Run 1, sequential cells colored by netlist name:
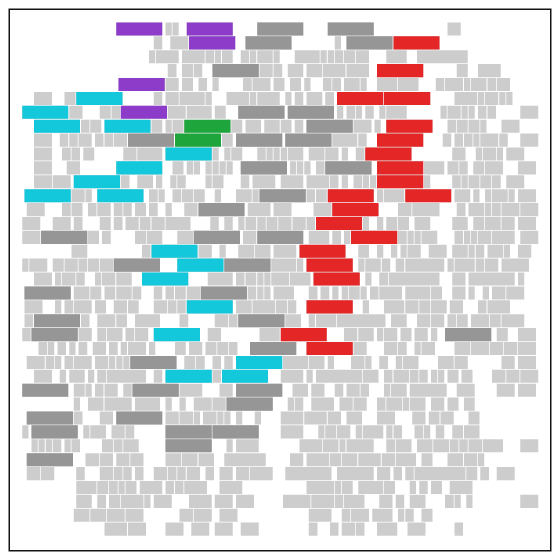
Run 1, close-up of the layout:
Scale bar: 20 um. Region (1, 1) to (51, 51) um. Cells in gray, sequential cells in the stronger gray; small squares are vias.
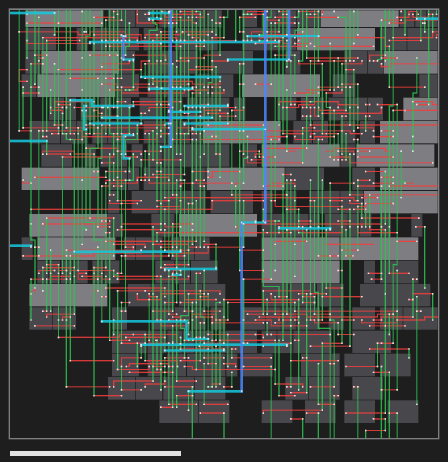
Run 1, wire density map:
Scale bar: 20 um. The die is cut into 21 by 21 equal tiles; black is low, pale yellow is high, scaled to the fullest tile. Values are wire area over tile area, all layers added.
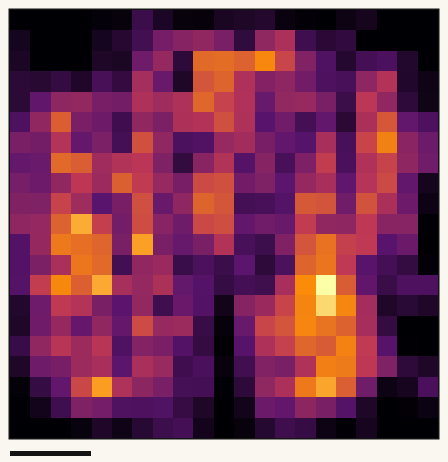
**config.mk**
```make
export PLATFORM = sky130hd
export DESIGN_NAME = score_display_flat
export DESIGN_NICKNAME = d
export VERILOG_FILES = /design/src/rtl/score_pkg.sv /design/src/rtl/score_display_if.sv /design/src/rtl/seg_glyph.sv /design/src/rtl/score_display.sv /design/src/flat_wrapper.sv
export SDC_FILE = /design/constraint.sdc
export NUM_CORES = 1
export LEC_CHECK = 0
export CAP_MARGIN = 20
export CORE_MARGIN = 2
export CORE_UTILIZATION = 59
export DETAILED_ROUTE_END_ITERATION = 16
export GPL_TIMING_DRIVEN = 0
export PLACE_DENSITY = 0.85
export SLEW_MARGIN = 20
export SYNTH_ARGS = -nofsm -noshare
export SYNTH_HDL_FRONTEND = slang
export SYNTH_SLANG_ARGS = --single-unit
```
**constraint.sdc**
```tcl
create_clock -name clk -period 3.9 [get_ports clk]
set_input_delay 0.78 -clock clk [delete_from_list [all_inputs] [get_ports clk]]
set_output_delay 0.78 -clock clk [all_outputs]
set_load 0.01 [all_outputs]
```
**src/rtl/score_pkg.sv**
```systemverilog
// score_pkg: shared definitions for the score overlay.
//   seg_e           - seven-segment index, SEG_A (top) .. SEG_G (middle)
//   DIGIT_SEGS      - segment patterns for 0-9, bit n lights segment seg_e'(n)
//   COLOR_BLACK/WHITE - 6-bit RGB colours common to the overlay generators
//   seg_pattern()   - digit to segment pattern; codes above 9 render unlit
package score_pkg;

   typedef enum logic [2:0] {
      SEG_A = 3'd0,
      SEG_B = 3'd1,
      SEG_C = 3'd2,
      SEG_D = 3'd3,
      SEG_E = 3'd4,
      SEG_F = 3'd5,
      SEG_G = 3'd6
   } seg_e;

   // Bit order {g,f,e,d,c,b,a}
   localparam logic [6:0] DIGIT_SEGS [10] = '{
      7'h3F, 7'h06, 7'h5B, 7'h4F, 7'h66,
      7'h6D, 7'h7D, 7'h07, 7'h7F, 7'h6F
   };

   localparam logic [5:0] COLOR_BLACK = 6'b000000;
   localparam logic [5:0] COLOR_WHITE = 6'b111111;

   function automatic logic [6:0] seg_pattern(input logic [3:0] digit);
      if (digit <= 4'd9)
         return DIGIT_SEGS[digit];
      else
         return 7'h00;
   endfunction

endpackage

```
**src/rtl/score_display_if.sv**
```systemverilog
// score_display_if: game-logic / video-timing side of the score overlay.
//   master : drives col, row, valid, frame_start, add_en, add_amt, clear;
//            reads score, busy, rgb
//   slave  : the overlay itself (score_display)
interface score_display_if #(
   parameter int SCORE_W = 17
);
   logic [9:0]         col;
   logic [9:0]         row;
   logic               valid;
   logic               frame_start;
   logic               add_en;
   logic [7:0]         add_amt;
   logic               clear;
   logic [SCORE_W-1:0] score;
   logic               busy;
   logic [5:0]         rgb;

   modport master (
      output col, row, valid, frame_start, add_en, add_amt, clear,
      input  score, busy, rgb
   );

   modport slave (
      input  col, row, valid, frame_start, add_en, add_amt, clear,
      output score, busy, rgb
   );
endinterface

```
**src/rtl/seg_glyph.sv**
```systemverilog
// seg_glyph: combinational seven-segment glyph test.
//   digit : BCD value to draw (codes above 9 draw nothing)
//   x, y  : pixel position relative to the top-left corner of the cell
//   lit   : 1 when (x, y) falls on a segment that is on for this digit
// The caller guarantees (x, y) is inside the DIGIT_W x DIGIT_H cell.
module seg_glyph
   import score_pkg::*;
#(
   parameter int DIGIT_W = 22,
   parameter int DIGIT_H = 40,
   parameter int SEG_T   = 4
) (
   input  logic [3:0] digit,
   input  logic [9:0] x,
   input  logic [9:0] y,
   output logic       lit
);

   // Middle bar is centred on DIGIT_H/2
   localparam int MID_TOP = DIGIT_H / 2 - SEG_T / 2;

   logic [6:0] pat;
   logic [6:0] on;
   logic       upper;
   logic       left;
   logic       right;

   always_comb begin
      pat   = seg_pattern(digit);
      upper = (y < 10'(DIGIT_H / 2));
      left  = (x < 10'(SEG_T));
      right = (x >= 10'(DIGIT_W - SEG_T));
      on          = '0;
      on[SEG_A]   = (y < 10'(SEG_T));
      on[SEG_B]   = right && upper;
      on[SEG_C]   = right && !upper;
      on[SEG_D]   = (y >= 10'(DIGIT_H - SEG_T));
      on[SEG_E]   = left && !upper;
      on[SEG_F]   = left && upper;
      on[SEG_G]   = (y >= 10'(MID_TOP)) && (y < 10'(MID_TOP + SEG_T));
      lit   = |(on & pat);
   end

endmodule

```
**src/rtl/score_display.sv**
```systemverilog
// score_display: game score register plus seven-segment score overlay.
//   clk, rst_n : pixel clock, asynchronous active-low reset
//   bus        : score_display_if.slave
//                col/row/valid      - pixel position and active-video flag
//                frame_start        - once-per-frame pulse (blanking only)
//                add_en/add_amt     - add to the score, saturating at 10^N-1
//                clear              - zero the score, wins over add_en
//                score, busy        - score register, conversion in progress
//                rgb                - registered pixel colour (1-cycle latency)
// The score is converted to BCD by a sequential double-dabble once per
// frame; rendering reads only the latched display digits.
module score_display
   import score_pkg::*;
#(
   parameter int         NUM_DIGITS = 5,
   parameter int         SCORE_W    = 17,
   parameter int         X0         = 20,
   parameter int         Y0         = 70,
   parameter int         PITCH      = 26,
   parameter int         DIGIT_W    = 22,
   parameter int         DIGIT_H    = 40,
   parameter int         SEG_T      = 4,
   parameter logic [5:0] FG         = COLOR_WHITE,
   parameter int         BLANK_LZ   = 1
) (
   input  logic            clk,
   input  logic            rst_n,
   score_display_if.slave  bus
);

   localparam int               BCD_W   = 4 * NUM_DIGITS;
   localparam int               CNT_W   = (SCORE_W > 1) ? $clog2(SCORE_W) : 1;
   localparam int               MAX_INT = 10 ** NUM_DIGITS - 1;
   localparam logic [SCORE_W:0] MAX_EXT = (SCORE_W + 1)'(MAX_INT);

   typedef enum logic [1:0] {IDLE, SHIFT, LATCH} state_e;

   state_e             state;
   logic               busy;
   logic [SCORE_W-1:0] score_q;
   logic [SCORE_W-1:0] snap;
   logic [BCD_W-1:0]   bcd;
   logic [BCD_W-1:0]   disp;
   logic [CNT_W-1:0]   cnt;
   logic [5:0]         rgb_q;

   // Add in SCORE_W+1 bits so the carry is visible, then clamp.
   function automatic logic [SCORE_W-1:0] sat_add(input logic [SCORE_W-1:0] s,
                                                  input logic [7:0]         a);
      logic [SCORE_W:0] sum;
      sum = {1'b0, s} + (SCORE_W + 1)'(a);
      if (sum > MAX_EXT)
         return MAX_EXT[SCORE_W-1:0];
      else
         return sum[SCORE_W-1:0];
   endfunction

   // One double-dabble iteration: correct nibbles >= 5, then shift in_bit in.
   function automatic logic [BCD_W-1:0] dabble(input logic [BCD_W-1:0] acc,
                                               input logic             in_bit);
      logic [BCD_W-1:0] adj;
      adj = acc;
      for (int n = 0; n < NUM_DIGITS; n++) begin
         if (adj[4*n +: 4] >= 4'd5)
            adj[4*n +: 4] = adj[4*n +: 4] + 4'd3;
      end
      return {adj[BCD_W-2:0], in_bit};
   endfunction

   always_ff @(posedge clk or negedge rst_n) begin
      if (!rst_n)
         score_q <= '0;
      else if (bus.clear)
         score_q <= '0;
      else if (bus.add_en)
         score_q <= sat_add(score_q, bus.add_amt);
   end

   // Conversion FSM. frame_start is only honoured in IDLE, so a pulse
   // arriving mid-conversion cannot restart or disturb it.
   always_ff @(posedge clk or negedge rst_n) begin
      if (!rst_n) begin
         state <= IDLE;
         busy  <= 1'b0;
         snap  <= '0;
         bcd   <= '0;
         cnt   <= '0;
         disp  <= '0;
      end else begin
         case (state)
            IDLE: begin
               if (bus.frame_start) begin
                  snap  <= score_q;
                  bcd   <= '0;
                  cnt   <= '0;
                  busy  <= 1'b1;
                  state <= SHIFT;
               end
            end
            SHIFT: begin
               bcd  <= dabble(bcd, snap[SCORE_W-1]);
               snap <= {snap[SCORE_W-2:0], 1'b0};
               cnt  <= cnt + 1'b1;
               if (cnt == CNT_W'(SCORE_W - 1))
                  state <= LATCH;
            end
            LATCH: begin
               disp  <= bcd;
               busy  <= 1'b0;
               state <= IDLE;
            end
            default: begin
               busy  <= 1'b0;
               state <= IDLE;
            end
         endcase
      end
   end

   // A digit is blanked while it and every more-significant digit are zero;
   // the least significant digit is always drawn.
   logic [NUM_DIGITS-1:0] blank;
   logic                  lead;

   always_comb begin
      blank = '0;
      lead  = (BLANK_LZ != 0);
      for (int i = 0; i < NUM_DIGITS; i++) begin
         lead = lead && (disp[4*(NUM_DIGITS-1-i) +: 4] == 4'd0);
         if (i != NUM_DIGITS - 1)
            blank[i] = lead;
      end
   end

   // Cell hit test; cells never overlap because DIGIT_W <= PITCH.
   logic       hit;
   logic       in_band;
   logic       sel_blank;
   logic [3:0] sel_digit;
   logic [9:0] cell_x;
   logic [9:0] cell_y;
   logic       lit;

   always_comb begin
      hit       = 1'b0;
      sel_blank = 1'b1;
      sel_digit = 4'd0;
      cell_x    = '0;
      for (int i = 0; i < NUM_DIGITS; i++) begin
         if (({1'b0, bus.col} >= 11'(X0 + i * PITCH)) &&
             ({1'b0, bus.col} <  11'(X0 + i * PITCH + DIGIT_W))) begin
            hit       = 1'b1;
            sel_blank = blank[i];
            sel_digit = disp[4*(NUM_DIGITS-1-i) +: 4];
            cell_x    = bus.col - 10'(X0 + i * PITCH);
         end
      end
      in_band = ({1'b0, bus.row} >= 11'(Y0)) && ({1'b0, bus.row} < 11'(Y0 + DIGIT_H));
      cell_y  = bus.row - 10'(Y0);
   end

   seg_glyph #(
      .DIGIT_W (DIGIT_W),
      .DIGIT_H (DIGIT_H),
      .SEG_T   (SEG_T)
   ) u_glyph (
      .digit (sel_digit),
      .x     (cell_x),
      .y     (cell_y),
      .lit   (lit)
   );

   always_ff @(posedge clk or negedge rst_n) begin
      if (!rst_n)
         rgb_q <= COLOR_BLACK;
      else if (bus.valid && in_band && hit && !sel_blank && lit)
         rgb_q <= FG;
      else
         rgb_q <= COLOR_BLACK;
   end

   assign bus.score = score_q;
   assign bus.busy  = busy;
   assign bus.rgb   = rgb_q;

endmodule

```
**src/flat_wrapper.sv**
```systemverilog
// flat-port wrapper written by rule: the top's interface ports become plain ports
module score_display_flat import score_pkg::*;
#(
   parameter int         NUM_DIGITS = 5,
   parameter int         SCORE_W    = 17,
   parameter int         X0         = 20,
   parameter int         Y0         = 70,
   parameter int         PITCH      = 26,
   parameter int         DIGIT_W    = 22,
   parameter int         DIGIT_H    = 40,
   parameter int         SEG_T      = 4,
   parameter logic [5:0] FG         = COLOR_WHITE,
   parameter int         BLANK_LZ   = 1
)
  (clk, rst_n, bus_col, bus_row, bus_valid, bus_frame_start, bus_add_en, bus_add_amt, bus_clear, bus_score, bus_busy, bus_rgb);
  score_display_if #(.SCORE_W(SCORE_W)) bus_i ();
  input  logic clk;
  input  logic rst_n;
  input wire logic [$bits(bus_i.col)-1:0] bus_col;
  input wire logic [$bits(bus_i.row)-1:0] bus_row;
  input wire logic [$bits(bus_i.valid)-1:0] bus_valid;
  input wire logic [$bits(bus_i.frame_start)-1:0] bus_frame_start;
  input wire logic [$bits(bus_i.add_en)-1:0] bus_add_en;
  input wire logic [$bits(bus_i.add_amt)-1:0] bus_add_amt;
  input wire logic [$bits(bus_i.clear)-1:0] bus_clear;
  output wire logic [$bits(bus_i.score)-1:0] bus_score;
  output wire logic [$bits(bus_i.busy)-1:0] bus_busy;
  output wire logic [$bits(bus_i.rgb)-1:0] bus_rgb;
  assign bus_i.col = bus_col;
  assign bus_i.row = bus_row;
  assign bus_i.valid = bus_valid;
  assign bus_i.frame_start = bus_frame_start;
  assign bus_i.add_en = bus_add_en;
  assign bus_i.add_amt = bus_add_amt;
  assign bus_i.clear = bus_clear;
  assign bus_score = bus_i.score;
  assign bus_busy = bus_i.busy;
  assign bus_rgb = bus_i.rgb;
  score_display #(.NUM_DIGITS(NUM_DIGITS), .SCORE_W(SCORE_W), .X0(X0), .Y0(Y0), .PITCH(PITCH), .DIGIT_W(DIGIT_W), .DIGIT_H(DIGIT_H), .SEG_T(SEG_T), .FG(FG), .BLANK_LZ(BLANK_LZ)) u_core (.clk(clk), .rst_n(rst_n), .bus(bus_i));
endmodule
```
==> results.cfg, run 1 <==
; implementation run metrics
[cells_and_area]
inv_count = 37
num-nets-final = 862
lay_top_count = dfrtp_1
post_route_cells_drive_above_1_share_pct = 14.1
nClkBuffers = 11
final-seq-area_um2 = 2080
dominant_cells = multi-input combinational cells

[drt]
drcViolationCount = 0
wl_met3_um = 996

[synth]
synth_warnings = 0
ys_sh_mux_pct = 2.34
ys_area_um2 = 6100

[grt]
gr-total-overflow = 0
top_usage_layer = met2
grt_use_total_pct = 29.7

[sta]
fin_setup_tns_ns = 0
drv_slew = 0
finalCritPeriodShare_pct = 96.5
relSlewSlack_pct = 57.9
setup_violations = 0

[clocking]
cts-root-buf = clkbuf_8
path_clk_slew_ns = 0.09
ctsResizeCount = 30
cts_buffer_depth = 2
cts_tree = done

[power_and_ir_drop]
powerSeq_w = 0.00132
clk-power_w = 0.000613
peakVddDrop_mv = 0.282
total_switching_power_w = 0.00127
finalPower_w = 0.00317
power_frac_comb_pct = 39.2

[run_status]
outcome = finished clean

[worst_setup_path]
worstReg2RegStart = u_core.bus.score[0]
r2r_slack_ns = 0.45
worst-path-stages = 13

[floorplanning]
num_rows = 37
initial_utilization_pct = 59.9

[placed_design]
place_hpwl_um = 11700
place_inst = 894

[min_path]
hold_path_class = input port to asynchronous set/reset pin
About 'sequential cells colored by netlist name':
[`u_core.snap`] cyan | placed flops: 17
[`u_core.disp`] red | placed flops: 20
[`u_core.state`] green | placed flops: 2
[`u_core.cnt`] purple | placed flops: 5 | where: upper left
not colored: 39

About 'close-up of the layout':
[M1] red
[M2] green
[M3] cyan
[M4] blue
sequential cells in the window: 22
cells with their middle in the window: 194
most frequent: dfrtp_1 (22), a21oi_1 (17), nor2_1 (15)
netlist names of flops here include: `u_core.bus.score` (15), `u_core.snap` (5), `u_core.bcd` (2)

About 'wire density map':
tiles over half the peak: 19%
fullest tile: 0.77
mean over tiles: 0.24

Run 1, placed cells, one color a class:
Fill, decap, tap and diode cells in gray.
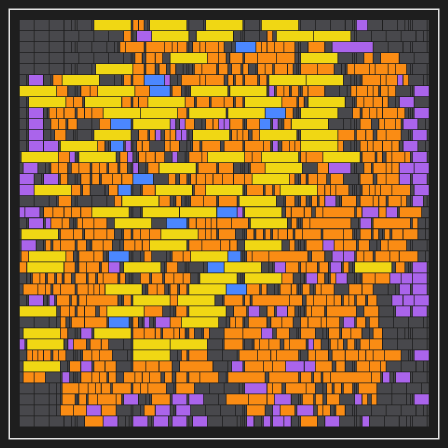

==> run 1 -> run 2 <==
--- a/config.mk
+++ b/config.mk
@@ -7,10 +7,11 @@
 export LEC_CHECK = 0
 export CAP_MARGIN = 20
 export CORE_MARGIN = 2
-export CORE_UTILIZATION = 59
+export CORE_UTILIZATION = 60
+export CTS_BUF_LIST = sky130_fd_sc_hd__clkbuf_8
 export DETAILED_ROUTE_END_ITERATION = 16
 export GPL_TIMING_DRIVEN = 0
-export PLACE_DENSITY = 0.85
+export PLACE_DENSITY = 0.86
 export SLEW_MARGIN = 20
 export SYNTH_ARGS = -nofsm -noshare
 export SYNTH_HDL_FRONTEND = slang
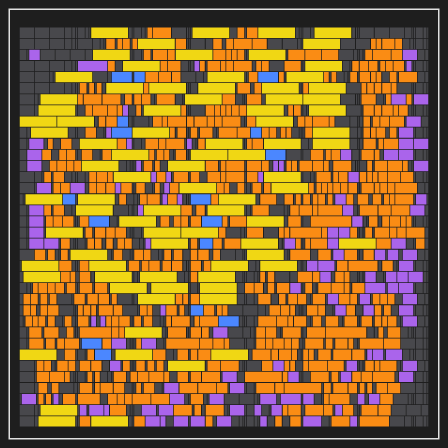
Run 2: placed cells, one color a class
Fill, decap, tap and diode cells in gray.
[remaining buffers and delay cells] purple | cells: 120
[sequential cells] yellow | cells: 83
[clock drivers and dummy loads] blue | cells: 16
[remaining logic cells] orange | cells: 578

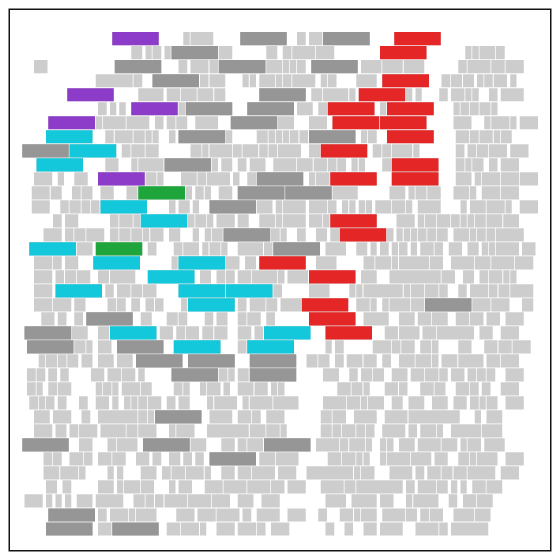
Run 2: sequential cells colored by netlist name
[`u_core.state`] green | placed flops: 2
[`u_core.snap`] cyan | placed flops: 17
[`u_core.disp`] red | placed flops: 20
[`u_core.cnt`] purple | placed flops: 5 | where: upper left
not colored: 39

==> run 2 against run 1 <==
  * The run now ends with setup timing left
  * Setup slack worse by 0.15 ns
  * Non-clock buffer count up 4
  * Flip-flop count unchanged
  * Critical path depth up 7
  * Die area down 1.6%
  * Via count about the same
  * Combinational power about the same
  * Register-to-register slack better by 0.03 ns
  * Clock power down 4.2%
  * Clock skew down 0.0032 ns
  * Critical endpoint is now u_core.bus.rgb[4]
==> results.cfg, run 2 <==
; implementation run metrics
[cells_and_area]
sh_comb_area_pct = 52.1
inv_count = 37
nClkBuffers = 9
stdcell_area_um2 = 7370
post_route_cells_drive_above_1_share_pct = 14.3
dominant_cells = multi-input combinational cells
final-seq-area_um2 = 2080
lay_top_count = dfrtp_1
num-nets-final = 866

[drt]
wl_met3_um = 846
drcViolationCount = 0
wl_met1_um = 6910
dr.max_layer_used = met4

[synth]
ys_area_um2 = 6100
ys_sh_aoi_pct = 26.5
ys_sh_mux_pct = 2.34
synth_flop_count = 83
synth_warnings = 0
yosysSeqAreaShare_pct = 34.0

[power_and_ir_drop]
total_switching_power_w = 0.00127
p_sw_share_pct = 40.5
power_frac_comb_pct = 39.5
peakVddDrop_mv = 0.367
p_seq_share_pct = 41.8
powerSeq_w = 0.00131

[clocking]
cts_buffer_depth = 2
path_clk_slew_ns = 0.09
htreeDepth = 3
clock-sinks = 83
cts_tree = done
ctsResizeCount = 32
cts-root-buf = clkbuf_8

[grt]
top_usage_layer = met2
gr-total-overflow = 0
grt_use_total_pct = 30.4

[worst_setup_path]
slowest_stage = or4b_4
worstReg2RegStart = u_core.bus.score[0]
worst-path-stages = 20
r2r_slack_ns = 0.48
crit_start = bus_col[3]

[sta]
postLayoutSetupSlackWorst_ns = -0.0152
relSlewSlack_pct = 58.4
drv_slew = 0
finClkSkew_ns = 0.00820
setup_violations = 1
fin_setup_tns_ns = -0.0152
finalCritPeriodShare_pct = 100
fmax_mhz = 255

[floorplanning]
initial_utilization_pct = 62.2
num_rows = 36
die_h_um = 105

[placed_design]
place_inst = 891

[run_status]
outcome = finished, violations left
violations = setup timing

[min_path]
hold_path_class = input port to asynchronous set/reset pin
Power and IR drop assume default switching activity.
